File: src/rtl/spi_reg_bank.sv
// Configuration register bank fed by strobed address/data bytes from the SPI front end.
// Writes auto-increment the pointer; the byte at the pointer is shifted out MSB-first on poci.
module spi_reg_bank #(
  parameter int NUM_REGS = 16,
  parameter int DATA_W   = 8,
  parameter int ADDR_W   = 8
) (
  input  logic                         sclk,
  input  logic                         rst,
  input  logic                         addr_valid,
  input  logic [ADDR_W-1:0]            addr_in,
  input  logic                         data_valid,
  input  logic [DATA_W-1:0]            data_in,
  input  logic                         txn_end,
  output logic [NUM_REGS*DATA_W-1:0]   regs_flat,
  output logic [ADDR_W-1:0]            cur_addr,
  output logic                         busy,
  output logic                         addr_err,
  output logic                         poci
);

  localparam int IDX_W = (NUM_REGS > 1) ? $clog2(NUM_REGS) : 1;
  localparam logic [ADDR_W:0] LP_NUM = NUM_REGS[ADDR_W:0];

  typedef enum logic {ST_IDLE, ST_ACTIVE} state_t;

  state_t r_state;
  state_t w_state_next;

  logic [DATA_W-1:0] r_regs [NUM_REGS];
  logic [ADDR_W-1:0] r_cur_addr;
  logic [DATA_W-1:0] r_shreg;
  logic              r_addr_err;

  logic [ADDR_W-1:0] w_next_addr;
  logic              w_new_ok;
  logic              w_cur_ok;
  logic              w_next_ok;
  logic [DATA_W-1:0] w_rd_new;
  logic [DATA_W-1:0] w_rd_next;
  logic              w_data_acc;
  logic              w_we;

  assign w_next_addr = r_cur_addr + 1'b1;
  assign w_new_ok    = {1'b0, addr_in}     < LP_NUM;
  assign w_cur_ok    = {1'b0, r_cur_addr}  < LP_NUM;
  assign w_next_ok   = {1'b0, w_next_addr} < LP_NUM;

  // Readback sources see pre-edge contents; out-of-range addresses read as zero.
  assign w_rd_new  = w_new_ok  ? r_regs[addr_in[IDX_W-1:0]]     : '0;
  assign w_rd_next = w_next_ok ? r_regs[w_next_addr[IDX_W-1:0]] : '0;

  // addr_valid takes priority over a simultaneous data byte.
  assign w_data_acc = (r_state == ST_ACTIVE) && !addr_valid && data_valid;
  assign w_we       = w_data_acc && w_cur_ok;

  always_ff @(posedge sclk) begin
    if (rst) r_state <= ST_IDLE;
    else     r_state <= w_state_next;
  end

  always_comb begin
    w_state_next = r_state;
    if (addr_valid)
      w_state_next = ST_ACTIVE;
    else if (r_state == ST_ACTIVE && txn_end)
      w_state_next = ST_IDLE;
  end

  always_ff @(posedge sclk) begin
    if (rst) begin
      for (int i = 0; i < NUM_REGS; i++) r_regs[i] <= '0;
    end else if (w_we) begin
      r_regs[r_cur_addr[IDX_W-1:0]] <= data_in;
    end
  end

  always_ff @(posedge sclk) begin
    if (rst) begin
      r_cur_addr <= '0;
      r_shreg    <= '0;
      r_addr_err <= 1'b0;
    end else if (addr_valid) begin
      r_cur_addr <= addr_in;
      r_addr_err <= 1'b0;
      r_shreg    <= w_rd_new;
    end else if (r_state == ST_ACTIVE) begin
      if (data_valid) begin
        if (!w_cur_ok) r_addr_err <= 1'b1;
        r_cur_addr <= w_next_addr;
        r_shreg    <= txn_end ? '0 : w_rd_next;
      end else if (txn_end) begin
        r_shreg <= '0;
      end else begin
        r_shreg <= {r_shreg[DATA_W-2:0], 1'b0};
      end
    end else begin
      r_shreg <= '0;
    end
  end

  generate
    for (genvar gi = 0; gi < NUM_REGS; gi++) begin : g_flat
      assign regs_flat[gi*DATA_W +: DATA_W] = r_regs[gi];
    end
  endgenerate

  assign cur_addr = r_cur_addr;
  assign busy     = (r_state == ST_ACTIVE);
  assign addr_err = r_addr_err;
  assign poci     = r_shreg[DATA_W-1];

endmodule

File: config.mk
export PLATFORM = sky130hd
export DESIGN_NAME = spi_reg_bank
export DESIGN_NICKNAME = d
export VERILOG_FILES = /design/src/rtl/spi_reg_bank.sv
export SDC_FILE = /design/constraint.sdc
export NUM_CORES = 1
export LEC_CHECK = 0
export CAP_MARGIN = 30
export CORE_MARGIN = 1.5
export CORE_UTILIZATION = 47
export CTS_BUF_LIST = sky130_fd_sc_hd__clkbuf_16
export DETAILED_ROUTE_END_ITERATION = 12
export MAX_ROUTING_LAYER = met4
export PLACE_DENSITY = 0.87
export SLEW_MARGIN = 10
export SYNTH_ARGS = -nofsm -noshare
export SYNTH_HDL_FRONTEND = slang
export SYNTH_SLANG_ARGS = --single-unit
File: constraint.sdc
create_clock -name sclk -period 2.6 [get_ports sclk]
set_clock_uncertainty 0.2 [all_clocks]
set_input_delay 0.26 -clock sclk [delete_from_list [all_inputs] [get_ports sclk]]
set_output_delay 0.26 -clock sclk [all_outputs]
set_load 0.05 [all_outputs]
### Signal wires by layer, run 1

The bar under the picture is 50 um long.
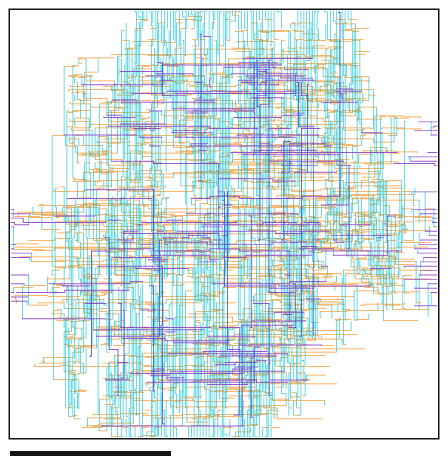
colour	layer	wire length
blue	metal 4	1090 um
cyan	metal 2	12600 um
purple	metal 3	2790 um
orange	metal 1	8730 um

### Register map, names as in the netlist, run 1

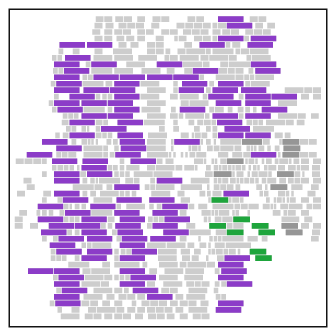
colour	netlist name	placed flops
green	r_shreg	8
purple	r_regs	128
not coloured	10
P_seq: 2720 uW
Util after Layout: 0.636

### I/O pins on the die edge, run 1

Pins as bars across the die edge, other pins in grey.
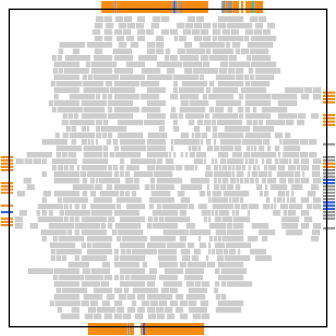
colour	port	pins	direction	edge
blue	addr_in	8	input	5 right, 1 top, 1 left, 1 bottom
cyan	sclk	1	input	top
orange	regs_flat	128	output	57 top, 48 bottom, 13 left, 10 right
all pins by edge	66 top, 50 bottom, 30 right, 14 left

### Clock wires, drivers and flops, run 1

The bar under the picture is 50 um long.
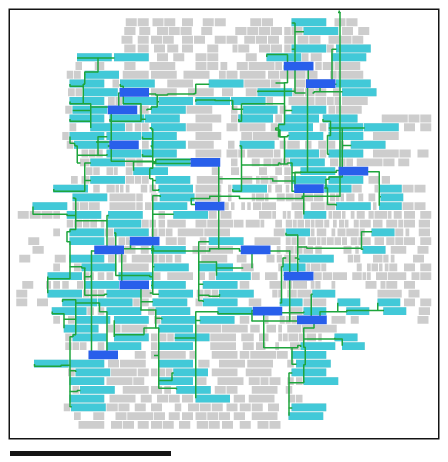
[blue] clock drivers | count: 17
[cyan] flip-flops | count: 146
[green] clock wires | length: 1690 um
routed clock nets	18
Clock Latency Late Sink: 0.43 ns
Clk. pwr: 2500 uW
clock share of power: 0.396

==> results.py, run 1 <==
# Synthesis and PnR figures
metrics = {
    "final_timing": {
        "tns_ns": 0,
        "max_freq_ghz": 0.397,
        "fin_crit_sh": 0.968,
        "hold_slack_ns": 0.249,
        "rsz0062_at_grt": "false",
    },
    "floorplan": {
        "die_height_um": 133,
        "row_count": 47,
    },
    "yosys": {
        "yosys_cells": 561,
        "synthSimpleGateAreaFrac": 0.172,
        "synthAoiAreaFrac": 0.0408,
        "ys_area_mm2": 0.00795,
        "top_cells_by_area": "edfxtp_1 48%, mux4_2 18%, and2_1 9.4%",
        "ys_sh_mux": 0.213,
        "seq_area_frac_synth": 0.529,
    },
    "setup_path": {
        "reg2reg_depth": 8,
    },
    "finish": {
        "fillers": 1139,
        "logic_gates": 370,
        "largest_class": "registers",
        "fin_area_mm2": 0.0105,
        "final_net_count": 766,
    },
    "grt": {
        "grt_antenna_before_repair": 0,
        "grt_overflow": 0,
        "grt_pass1_vias": 5922,
        "grtUsageMet3": 0.0720,
    },
    "route": {
        "post-route-drc-count": 0,
        "drtAntennaViolNets": 0,
        "dr.first_iter.drc_count": 896,
        "wl_met3_um": 2790,
        "num_vias": 6051,
    },
    "min_path": {
        "min_path_cells": 2,
        "worstHoldPathType": "reg2reg",
    },
    "cts": {
        "cts_tree": "done",
        "cts_setup_buffers": 0,
        "clock_sinks": 146,
        "cts-root-buf": "clkbuf_16",
        "path_clk_slew_ns": 0.06,
        "cts_resized": 0,
    },
    "pwr": {
        "p_per_area_mw_per_mm2": 600,
        "p_int_uw": 4490,
        "power_combinational_uw": 1100,
    },
    "run": {
        "log.warning_count": 29,
    },
    "status": {
        "status": "completed",
    },
}
### The clock network, run 1

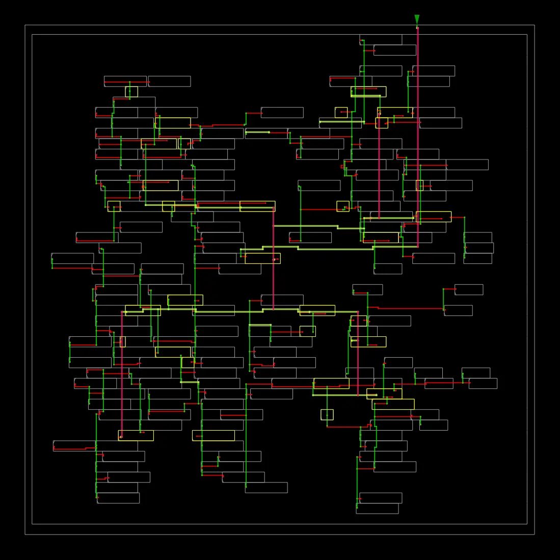

==> run 2: changes to the inputs <==
--- a/config.mk
+++ b/config.mk
@@ -6,6 +6,7 @@
 export NUM_CORES = 1
 export LEC_CHECK = 0
 export CAP_MARGIN = 30
+export CORE_ASPECT_RATIO = 1.1
 export CORE_MARGIN = 1.5
 export CORE_UTILIZATION = 47
 export CTS_BUF_LIST = sky130_fd_sc_hd__clkbuf_16
### The clock network, run 2

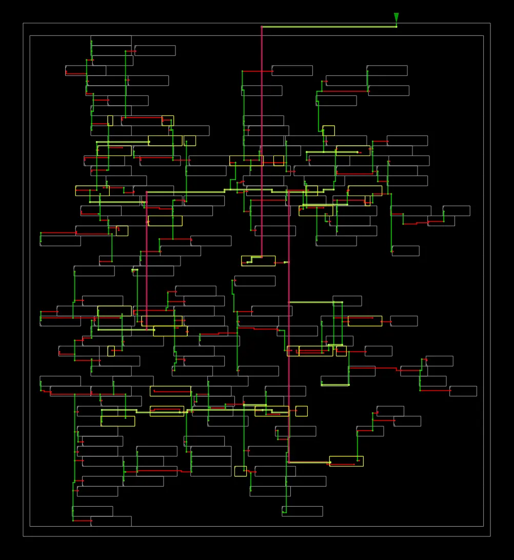
Clk. pwr: 2420 uW
Clock Latency Late Sink: 0.44 ns
flip-flop and latch count: 146

==> run 2 against run 1 <==
  * Utilization is 0.34 points higher
  * Count of clock-buffer cells in the layout stayed put
  * Area after synthesis stayed put
  * Non-clock buffer count stayed put
  * Critical path depth stayed put
  * Die size hardly changed
  * Largest cell class unchanged
  * Wire length is 0.88% lower
==> results.py, run 2 <==
# Synthesis and PnR figures
metrics = {
    "setup_path": {
        "reg2reg_depth": 8,
    },
    "final_timing": {
        "fin_crit_sh": 0.954,
    },
    "grt": {
        "grt_overflow": 0,
        "grtUsageMet3": 0.0534,
        "grt_antenna_before_repair": 0,
    },
    "cts": {
        "cts_resized": 0,
        "cts-root-buf": "clkbuf_16",
        "cts_tree": "done",
    },
    "status": {
        "status": "completed",
    },
    "pwr": {
        "p_int_uw": 4470,
    },
    "finish": {
        "utilization": 0.640,
        "final_net_count": 766,
        "largest_class": "registers",
        "logic_gates": 370,
    },
    "route": {
        "wl_met3_um": 2410,
        "drtAntennaViolNets": 0,
    },
    "min_path": {
        "worstHoldPathType": "in2reg",
        "min_path_cells": 4,
    },
    "yosys": {
        "synthAoiAreaFrac": 0.0408,
        "synthSimpleGateAreaFrac": 0.172,
    },
}
Power and IR drop assume default switching activity.
